==> src/rtl/sum_frame_rx.sv <==
// sum_frame_rx: receives SOF/LEN/payload/CHK frames, forwards the payload and checks the 8-bit sum.
// Ports: clk, rst (sync, active-high); in_data/in_valid/in_ready is the input byte stream;
// out_data/out_valid/out_ready/out_last is the payload stream; frame_ok/frame_err are
// one-cycle status pulses; err_code gives the abort cause; drop_cnt counts bytes discarded in IDLE.
module sum_frame_rx #(
  parameter int MAX_LEN = 16,
  parameter int TIMEOUT = 255
) (
  input  logic       clk,
  input  logic       rst,
  input  logic [7:0] in_data,
  input  logic       in_valid,
  output logic       in_ready,
  output logic [7:0] out_data,
  output logic       out_valid,
  input  logic       out_ready,
  output logic       out_last,
  output logic       frame_ok,
  output logic       frame_err,
  output logic [1:0] err_code,
  output logic [7:0] drop_cnt
);
  typedef enum logic [1:0] {S_IDLE, S_LEN, S_DATA, S_CHK} state_t;
  state_t      r_state;
  logic [7:0]  r_cnt;
  logic [7:0]  r_sum;
  logic [15:0] r_tmo;
  logic        w_acc;
  logic        w_stall;
  logic        w_tmo;
  logic        w_bad_len;
  logic [7:0]  w_sum;
  // DATA holds a single output register, so a new byte is taken only when it is free or draining
  assign in_ready  = !rst && (r_state != S_DATA || !out_valid || out_ready);
  assign w_acc     = in_valid && in_ready;
  // downstream backpressure with data waiting is not idleness
  assign w_stall   = r_state == S_DATA && in_valid && !in_ready;
  assign w_tmo     = r_state != S_IDLE && !w_acc && !w_stall && r_tmo == 16'(TIMEOUT - 1);
  assign w_bad_len = in_data == 8'h00 || in_data > 8'(MAX_LEN);
  assign w_sum     = r_sum + in_data;
  always_ff @(posedge clk) begin
    if (rst) begin
      r_state   <= S_IDLE;
      r_cnt     <= '0;
      r_sum     <= '0;
      r_tmo     <= '0;
      out_data  <= '0;
      out_valid <= 1'b0;
      out_last  <= 1'b0;
      frame_ok  <= 1'b0;
      frame_err <= 1'b0;
      err_code  <= 2'b00;
      drop_cnt  <= '0;
    end else begin
      frame_ok  <= 1'b0;
      frame_err <= 1'b0;
      if (out_valid && out_ready) begin
        out_valid <= 1'b0;
        out_last  <= 1'b0;
      end
      r_tmo <= (r_state == S_IDLE || w_acc) ? '0 : w_stall ? r_tmo : r_tmo + 16'd1;
      if (w_tmo) begin
        frame_err <= 1'b1;
        err_code  <= 2'b11;
        r_state   <= S_IDLE;
      end else if (w_acc) begin
        case (r_state)
          S_IDLE: begin
            if (in_data == 8'hA5) r_state <= S_LEN;
            else if (drop_cnt != 8'hFF) drop_cnt <= drop_cnt + 8'd1;
          end
          S_LEN: begin
            if (w_bad_len) begin
              frame_err <= 1'b1;
              err_code  <= 2'b01;
              r_state   <= S_IDLE;
            end else begin
              r_cnt   <= in_data;
              r_sum   <= in_data;
              r_state <= S_DATA;
            end
          end
          S_DATA: begin
            out_data  <= in_data;
            out_valid <= 1'b1;
            out_last  <= r_cnt == 8'd1;
            r_sum     <= w_sum;
            r_cnt     <= r_cnt - 8'd1;
            if (r_cnt == 8'd1) r_state <= S_CHK;
          end
          S_CHK: begin
            r_state <= S_IDLE;
            if (w_sum == 8'h00) frame_ok <= 1'b1;
            else begin
              frame_err <= 1'b1;
              err_code  <= 2'b10;
            end
          end
        endcase
      end
    end
  end
endmodule

==> config.mk <==
export PLATFORM = sky130hd
export DESIGN_NAME = sum_frame_rx
export DESIGN_NICKNAME = d
export VERILOG_FILES = /design/src/rtl/sum_frame_rx.sv
export SDC_FILE = /design/constraint.sdc
export NUM_CORES = 1
export LEC_CHECK = 0
export CORE_UTILIZATION = 50
export DETAILED_ROUTE_END_ITERATION = 10
export PLACE_DENSITY = 0.73
export SLEW_MARGIN = 20
export SYNTH_ARGS = -nofsm -noshare
export SYNTH_HDL_FRONTEND = slang
export SYNTH_SLANG_ARGS = --single-unit
export TNS_END_PERCENT = 100
==> constraint.sdc <==
create_clock -name clk -period 2.8 [get_ports clk]
set_input_delay 0.42 -clock clk [delete_from_list [all_inputs] [get_ports clk]]
set_output_delay 0.42 -clock clk [all_outputs]
set_load 0.1 [all_outputs]
Fig. 1: run 1, routed metal, one colour a layer
Only two layers are drawn.
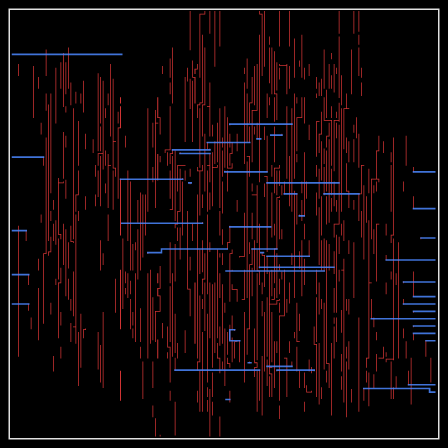
[blue] met3 | wire length: 305 um
[red] met2 | wire length: 3,320 um
Vias: 2,655
DR WL/cell: 14.20 um

Fig. 2: run 1, cell area per tile
Bar = 20 um. The die is cut into 8 by 8 equal tiles; dark purple is low, yellow is high, 0 to 100% covered.
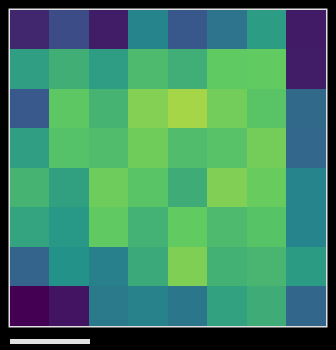
emptiest ninth of the die: lower left
mean over tiles: 55%
densest ninth of the die: centre
nearly empty tiles: 1.6%
fullest tile: 86%
tiles over 75% full: 20%
Finished Core Util: 62.74%
fp util: 52.94%
Core ar.: 0.005642 sq mm

==> GITHUB_STEP_SUMMARY, run 1 <==
### Flow metrics

| Metric | Value |
|---|---|
| Status | `finished, final reports clean` |
| First-pass GRT wire length | `11.30 mm` |
| Xor/xnor share of the synthesized area | `8.504%` |
| Most numerous cell in the Yosys netlist | `dfxtp_1` |
| Setup Skew | `0.01189 ns` |
| CTS tree | `yes` |
| Post-CTS Hold Buffers | `0` |
| Vias in the first global route | `2,490` |
| Row count | `27` |
| Endpoints failing hold | `0` |
| Num ports | `35` |
| DRC violations left | `0` |
| # port buffers | `34` |
| Slew HR | `69.95%` |
| Maxcap violations | `0` |
| Pin count of the biggest net entering global routing | `25` |
| Yosys synthesis chip area | `0.002987 sq mm` |
| Mux area share | `1.047%` |
| Synth-to-layout area growth | `18.52%` |
| Antenna viol nets, final | `0` |
| RSZ-0062 raised after global routing | `no` |
| Yosys cell types | `57` |
| # Cells Yosys | `357` |
| Die height | `79.29 um` |
| Htree depth | `2` |
| CTS Sinks | `56` |
| Synth area leader | `dfxtp_1` |
| CP max-delay cell | `clkdlybuf4s50_1` |
| CTS Buf Count | `5` |
| Final HPWL DP | `4.985 mm` |
| Post-synth seq share | `37.54%` |
| First-pass detailed-route iteration total | `4` |
| Commonest flop | `dfxtp_1` |
| Crit Path Category | `in -> reg` |
| Mapped Area | `0.002987 sq mm` |
| Synth top area share | `37.54%` |
| Layout cells sized above 1 | `16.87%` |
| Top cells by area | `dfxtp_1 38%, nand2_1 6.4%, nor2_1 5.8%` |
| Count of tool warnings | `28` |
| Diode count | `0` |
| Setup_tns | `0 ns` |
| Late-Pin Clk Latency | `0.32 ns` |
| P per Cell Area | `392.2 mW/mm^2` |
| Initial antenna violation count | `0` |
| Leakage | `0.001358 uW` |
| AO/OA Area Share | `14.66%` |
| Crit-path cells | `clkdlybuf4s50_1 -> ha_1 -> inv_1 -> fa_1 -> nand2b_1 -> a21oi_1 -> nor4_1 -> a311oi_2 -> a31oi_1 -> buf_4 -> o21ai_1` |
| FILL cells | `496` |
| Tmin final | `2.575 ns` |
| Post-layout period usage | `91.97%` |
| Syn. warnings | `0` |
| Die Area | `0.006286 sq mm` |
| Syn Nets | `382` |
| Layout Nets | `427` |
| Post-place instance area | `0.003450 sq mm` |
| First DRT Iteration DRCs | `174` |
| Tightest Hold Check Type | `reg -> reg` |
| Syn avg cell area | `8.366 sq um` |
| Top non-seq family | `simple AND/OR/NAND/NOR gates` |
| Tightest Pin Transition | `0.4393 ns` |
| Number of enable flip-flop cells | `0` |
| Achievable Freq | `388.3 MHz` |
| Synth cell count leaders | `56 x dfxtp_1, 51 x nand2_1, 46 x nor2_1` |
| Crit end category | `flip-flop` |
| Horiz. Die Dim | `79.29 um` |
| Setup violators final | `0` |
| Synthesized instance count | `357` |
| Avg Vias per Cell | `5.589` |
| Clk buf depth | `2` |
| Global route overflow | `0` |
| Req. time, crit path | `3.06 ns` |
| Post-CTS Setup Bufs | `0` |
| Basic Gates by Area | `28.36%` |
| Setup crit start kind | `input pin` |
| Slew Limit Fails | `0` |
| Maximum VDD drop | `0.2481 mV` |
| Post-layout instance area | `0.003540 sq mm` |
| Ys async rst share | `0%` |
| Clk root buf | `clkbuf_8` |
| Critical path arrival | `2.83 ns` |
| Adder Area Share | `5.698%` |
| Routability cong. | `0.8650` |
| Flops after synth | `56` |
| Worst-path clk slew | `0.11 ns` |
| Resize count post-CTS | `0` |
| Worst Path Max Fanout | `3` |
| Largest stage delay on the critical path | `0.50 ns` |
Fig. 3: run 1, routed metal per tile
The die is cut into 16 by 16 equal tiles; dark purple is low, yellow is high, scaled to the fullest tile. Values are wire area over tile area, all layers added.
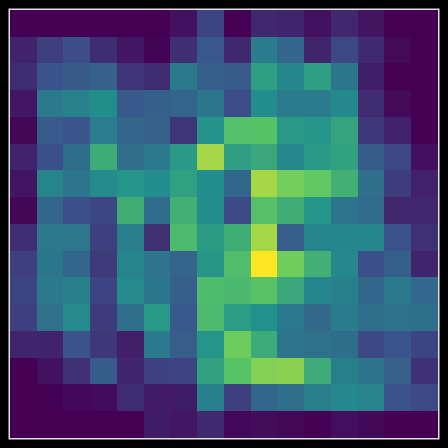
tiles over half the peak: 20%
densest ninth of the die: centre
emptiest ninth of the die: lower left
GRT Util Overall: 22.97%
WL final: 6.747 mm

Fig. 4: run 1, sequential cells grouped by signal name
Bar = 20 um. Other sequential cells in the stronger grey, the rest of the logic in the fainter grey.
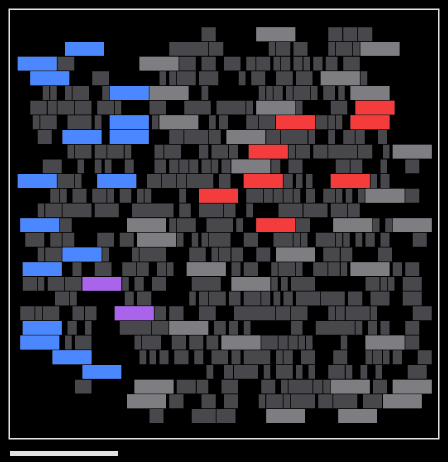
[blue] r_tmo | flops: 16
[red] r_cnt | flops: 8
[purple] err_code | flops: 2
Reg area: 0.001121 sq mm
P_seq: 800 uW

[run 1: layout make-up]
type	instances	area (sq um)	share of cell area (%)
multi-input combinational	272	1744	49.28
sequential	56	1121	31.67
timing repair buffer	54	445.4	12.58
tap	72	90.09	2.545
clock buffer	5	68.82	1.944
inverter	13	48.80	1.379
clock inverter	3	21.27	0.6009
[run 1: where the power goes]
group | switching, uW | internal, uW
logic | 75.4 | 47.0
registers | 2.33 | 798
clock network | 287 | 179
total | 365 | 1020
[run 1: through the flow]
| step | hold slack [ns] | std cells | total power [uW] | setup slack (ns) |
|---|---|---|---|---|
| 2_1_floorplan | 0.4394 | 357 | 885.4 | 0.4252 |
| 4_1_cts | 0.4627 | 475 | 1394 | 0.2328 |
| 3_5_place_dp | 0.4456 | 467 | 940.3 | -0.07834 |
| 5_1_grt | 0.4803 | 475 | 1441 | 0.05569 |
| 6_report | 0.4601 | 475 | 1388 | 0.2248 |
| 3_3_place_gp | 0.4431 | 467 | 938.8 | -0.01876 |
[run 1: layout by cell type (no fill, tap or decap), types with 3 or more instances in the layout]
master	netlist	layout
o31ai_1	4	4
a31oi_1	6	6
nand2b_1	5	5
nand3b_1	5	5
inv_1	11	11
nand4_1	5	5
xnor2_1	15	15
nor2b_1	3	3
nand2_1	51	51
nand3_1	19	19
dfxtp_1	56	56
nor4_1	5	5
ha_1	12	12
o21ai_0	9	9
a311oi_1	5	5
nor3_1	10	10
nor2_1	46	46
and4_1	3	3
xor2_1	14	14
a21oi_1	13	12
clkdlybuf4s50_1	0	11
clkbuf_8	0	5
buf_4	2	42
[run 1: sequential cells by signal, indices dropped and copies added (netlist names), named ones only]
name and cells:
r_cnt 8, frame_err 1, out_last 1, r_sum 8, out_data 8, out_valid 1, r_state 1, r_tmo 16
err_code 2, drop_cnt 8, frame_ok 1
[run 1: worst max-delay path: cells and delay by family]
family / cells / cell delay (ns)
simple gates: 2 / 0.26
buf+inv: 3 / 0.72
compound gates: 4 / 0.85
fa+ha+maj: 2 / 0.58
[run 1: path summary, 6_finish.rpt]
path            endpoint  cells after the start  slack (ns)         from
min          out_data[3]                      2        0.46  out_data[3]
max reg2reg  err_code[0]                     10        0.50     r_sum[0]
min reg2reg  out_data[3]                      2        0.46  out_data[3]
max          err_code[0]                     11        0.22   in_data[0]
[run 1: kinds of logic after synthesis]
group | count (synthesis)
DFF | 56
buffers and inverters | 29
adders and majority gates | 13
AOI/OAI and AO/OA | 58
xor gates and xnor gates | 29
and+or+nand+nor | 169
muxes | 3
[run 1: routing by layer]
layer	wire length, um	GRT usage [%]	share of wire [%]
met4	130	9.273	1.9
met1	2992	28.70	44
met5	0	0	0
met2	3319	39.22	49
met3	305	3.563	4.5
Fig. 5: run 1, the clock network
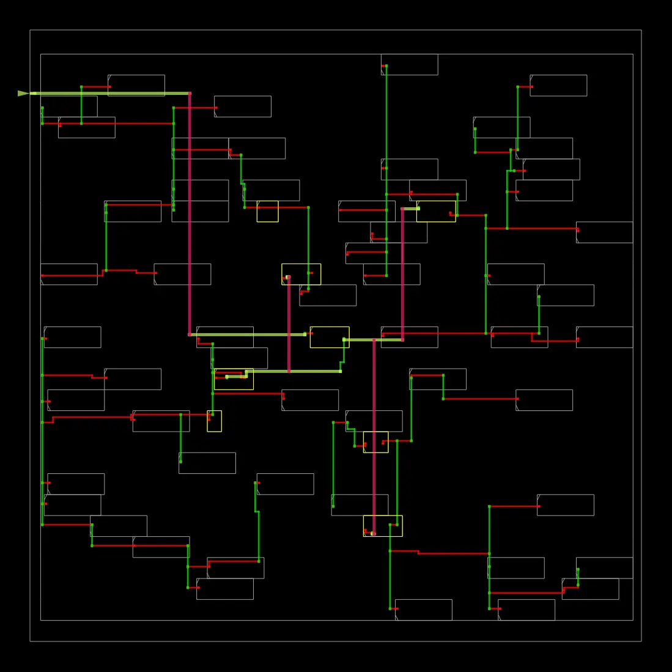

==> inputs of run 2 (changes only) <==
--- a/config.mk
+++ b/config.mk
@@ -5,9 +5,9 @@
 export SDC_FILE = /design/constraint.sdc
 export NUM_CORES = 1
 export LEC_CHECK = 0
-export CORE_UTILIZATION = 50
+export CORE_UTILIZATION = 53
 export DETAILED_ROUTE_END_ITERATION = 10
-export PLACE_DENSITY = 0.73
+export PLACE_DENSITY = 0.76
 export SLEW_MARGIN = 20
 export SYNTH_ARGS = -nofsm -noshare
 export SYNTH_HDL_FRONTEND = slang
Fig. 6: run 2, the clock network
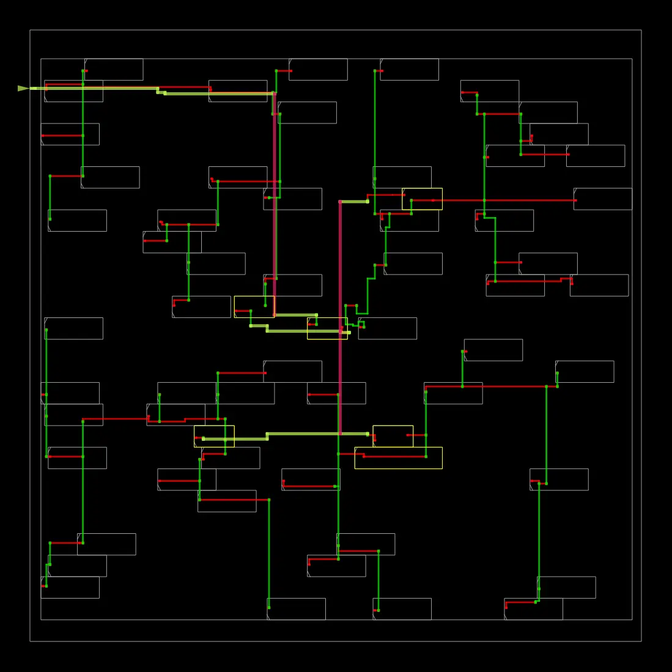
Setup Skew: 0.007989 ns
Late-Pin Clk Latency: 0.31 ns
clk pwr: 510 uW
CTS Buf Count: 5

==> run 2 against run 1 <==
Worst setup slack better by 0.015 ns. Combinational power hardly changed. Hold slack improved by 0.0027 ns. First-iteration DRC count fell by 10%. Cell area fell by 0.67%. Sequential power hardly changed. Via count down 0.53%. Die area down 5.5%. Total power grew 3.2%. Sequential share of layout area grew 0.21 points. Synthesized cell count stayed put. Utilization rose by 4.0 points. Highest routed layer unchanged.
==> GITHUB_STEP_SUMMARY, run 2 <==
### Flow metrics

| Metric | Value |
|---|---|
| Top cells by area | `dfxtp_1 38%, nand2_1 6.4%, nor2_1 5.8%` |
| Req. time, crit path | `3.02 ns (-0.04 ns)` |
| Endpoints failing hold | `0 (unchanged)` |
| Die Area | `0.005939 sq mm (-5.5%)` |
| Commonest flop | `dfxtp_1` |
| First-pass GRT wire length | `11.15 mm (-1.3%)` |
| Clock share of power | `35.6% (+2.1 points)` |
| P per Cell Area | `407.4 mW/mm^2 (+3.9%)` |
| Clk buf depth | `2 (unchanged)` |
| Top reg by flops | `r_tmo` |
| Horiz. Die Dim | `77.07 um (-2.8%)` |
| Crit end category | `flip-flop` |
| Most numerous cell in the Yosys netlist | `dfxtp_1` |
| Antenna viol nets, final | `0 (unchanged)` |
| GRT Util Overall | `23.32% (+0.35 points)` |
| RSZ-0062 raised after global routing | `no` |
| Hold Path Depth | `2 (unchanged)` |
| Worst Path Max Fanout | `3 (unchanged)` |
| Slew Limit Fails | `0 (unchanged)` |
| Synthesized instance count | `357 (unchanged)` |
| Yosys synthesis chip area | `0.002987 sq mm (unchanged)` |
| Finished Core Util | `66.71% (+4.0 points)` |
| Layout Nets | `423 (-0.94%)` |
| Htree depth | `2 (unchanged)` |
| Post-synth seq share | `37.54% (unchanged)` |
| Setup violators final | `0 (unchanged)` |
| Slew HR | `61.58% (-8.4 points)` |
| Worst-path clk slew | `0.10 ns (about the same)` |
| CTS tree | `yes` |
| Setup_tns | `0 ns (unchanged)` |
| Layout cells sized above 1 | `15.62% (-1.3 points)` |
| Crit Path Category | `in -> reg` |
| Die height | `77.07 um (-2.8%)` |
| Num ports | `35 (unchanged)` |
| WL final | `6.551 mm (-2.9%)` |
| # port buffers | `34 (unchanged)` |
| Tightest Hold Check Type | `reg -> reg` |
| FILL cells | `453 (-8.7%)` |
| Synth top area share | `37.54% (unchanged)` |
| Avg Vias per Cell | `5.655 (+1.2%)` |
| Status | `finished, final reports clean` |
| Syn Nets | `382 (unchanged)` |
| Post-layout period usage | `91.45% (-0.52 points)` |
| First-pass detailed-route iteration total | `4 (unchanged)` |
| Yosys cell types | `57 (unchanged)` |
| Psw | `331.2 uW (-9.2%)` |
| Core ar. | `0.005270 sq mm (-6.6%)` |
| Switching part of the total | `23.12% (-3.2 points)` |
| DR WL/cell | `14.03 um (-1.2%)` |
| Vias in the first global route | `2,477 (-0.52%)` |
| Internal Pwr Total | `1101 uW (+7.6%)` |
| Worst R2R Path Depth | `9 (-1)` |
| First DRT Iteration DRCs | `156 (-10%)` |
| Final HPWL DP | `4.703 mm (-5.7%)` |
| Mapped Area | `0.002987 sq mm (unchanged)` |
| Flops after synth | `56 (unchanged)` |
| Synth cell count leaders | `56 x dfxtp_1, 51 x nand2_1, 46 x nor2_1` |
| Most frequent cells in the layout | `56 x dfxtp_1, 51 x nand2_1, 46 x nor2_1` |
| # Cells Yosys | `357 (unchanged)` |
| Max FFs per register | `16 (unchanged)` |
| Syn avg cell area | `8.366 sq um (unchanged)` |
| CTS Sinks | `56 (unchanged)` |
| Initial antenna violation count | `0 (unchanged)` |
| Leakage | `0.001344 uW (-1.1%)` |
| Critical path arrival | `2.79 ns (-0.04 ns)` |
| Diode count | `0 (unchanged)` |
| Fp util | `56.67% (+3.7 points)` |
| Maximum VDD drop | `0.2495 mV (+0.57%)` |
| Most instantiated logic cell after routing | `dfxtp_1` |
| Post-CTS Setup Bufs | `0 (unchanged)` |
| Resize count post-CTS | `0 (unchanged)` |
| Setup crit start kind | `input pin` |
| Count of tool warnings | `28 (unchanged)` |
| Tmin final | `2.561 ns (-0.01465 ns)` |
| DRC violations left | `0 (unchanged)` |
| Synth-to-layout area growth | `17.72%` |
| Synth area leader | `dfxtp_1` |
| Number of enable flip-flop cells | `0 (unchanged)` |
| Global route overflow | `0 (unchanged)` |
| Clk root buf | `clkbuf_8` |
| Post-CTS Hold Buffers | `0 (unchanged)` |
| Sequential share of power | `55.9% (-1.7 points)` |
| Tightest Pin Transition | `0.5763 ns (+0.1369 ns)` |
| Row count | `26 (-3.7%)` |
| Achievable Freq | `390.5 MHz (+0.57%)` |
| Gate power share | `8.6% (-0.2 points)` |
| Routability cong. | `0.8341 (-3.6%)` |
| Vias | `2,641 (-0.53%)` |
Fig. 7: run 2, sequential cells grouped by signal name
Bar = 20 um. Other sequential cells in the stronger grey, the rest of the logic in the fainter grey.
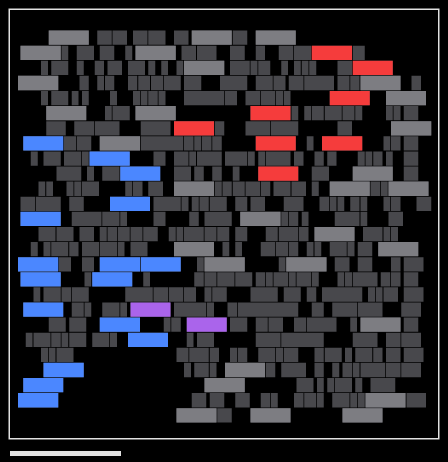
[red] r_cnt | flops: 8
[blue] r_tmo | flops: 16
[purple] err_code | flops: 2

-- run 2: netlist changes by cell type in the layout (fill, tap and decap cells not counted), sizes merged --
cell,previous run,this run
clkinv,2,1
clkinvlp,1,0
inv,13,12
buf,43,39
bufinv,0,1
-- run 2: through the flow --
step / power [uW] / cells / setup slack, ns / cell area (sq um) / hold WS [ns]
detailed placement: 939.4 / 461 / -0.06272 / 3417 / 0.4494
global placement: 938.1 / 461 / 0.01353 / 3417 / 0.4424
floorplan: 885.4 / 357 / 0.4252 / 2990 / 0.4394
global route: 1477 / 467 / 0.07693 / 3516 / 0.4953
CTS: 1443 / 467 / 0.2528 / 3516 / 0.4656
finish: 1432 / 467 / 0.2394 / 3516 / 0.4627
-- run 2: logic make-up after synthesis --
group                      Yosys count  share of synthesized area [%]
adders and majority gates           13                          5.697
DFF                                 56                          37.54
muxes                                3                          1.047
xor gates and xnor gates            29                          8.505
and+or+nand+nor                    169                          28.36
buffers and inverters               29                          4.189
AOI/OAI and AO/OA                   58                          14.66
-- run 2: path summary, 6_finish.rpt --
check	start	endpoint	slack [ns]
min	err_code[0]	err_code[0]	0.46
max	in_data[0]	err_code[1]	0.24
min reg2reg	err_code[0]	err_code[0]	0.46
max reg2reg	r_sum[0]	err_code[1]	0.51
-- run 2: power groups by stage --
stage                     registers (uW)  clock network (uW)  logic [uW]
after floorplan                      832                   0        53.4
after global placement               819                   0         120
after detailed placement             819                   0         121
after CTS                            800                 521         122
after global routing                 801                 543         133
final                                800                 510         123
-- run 2: critical path, cell delays in order --
cell and delay, ns:
clkdlybuf4s50_1 0.49, ha_1 0.18, inv_1 0.05, fa_1 0.39, nand2b_1 0.18, a21oi_1 0.18
nor4_1 0.08, a311oi_2 0.37, a31oi_1 0.19, o311ai_2 0.26
-- run 2: layout make-up --
class	instances	area (sq um)	share of cell area [%]
multi-input combinational	272	1744	49.61
sequential	56	1121	31.89
timing repair buffer	50	415.4	11.81
tap	70	87.58	2.491
clock buffer	5	68.82	1.957
inverter	13	48.80	1.388
clock inverter	1	30.03	0.8541
-- run 2: metal layers --
| layer | part of all wire, % | global-route usage [%] | vias to the layer above |
|---|---|---|---|
| met5 | 0 | 0 | - |
| met4 | 1.8 | 7.736 | 0 |
| met3 | 5.2 | 5.119 | 11 |
| met2 | 48 | 39.82 | 65 |
| met1 | 45 | 28.96 | 1233 |
| li1 | - | - | 1332 |
Power and IR drop assume default switching activity.
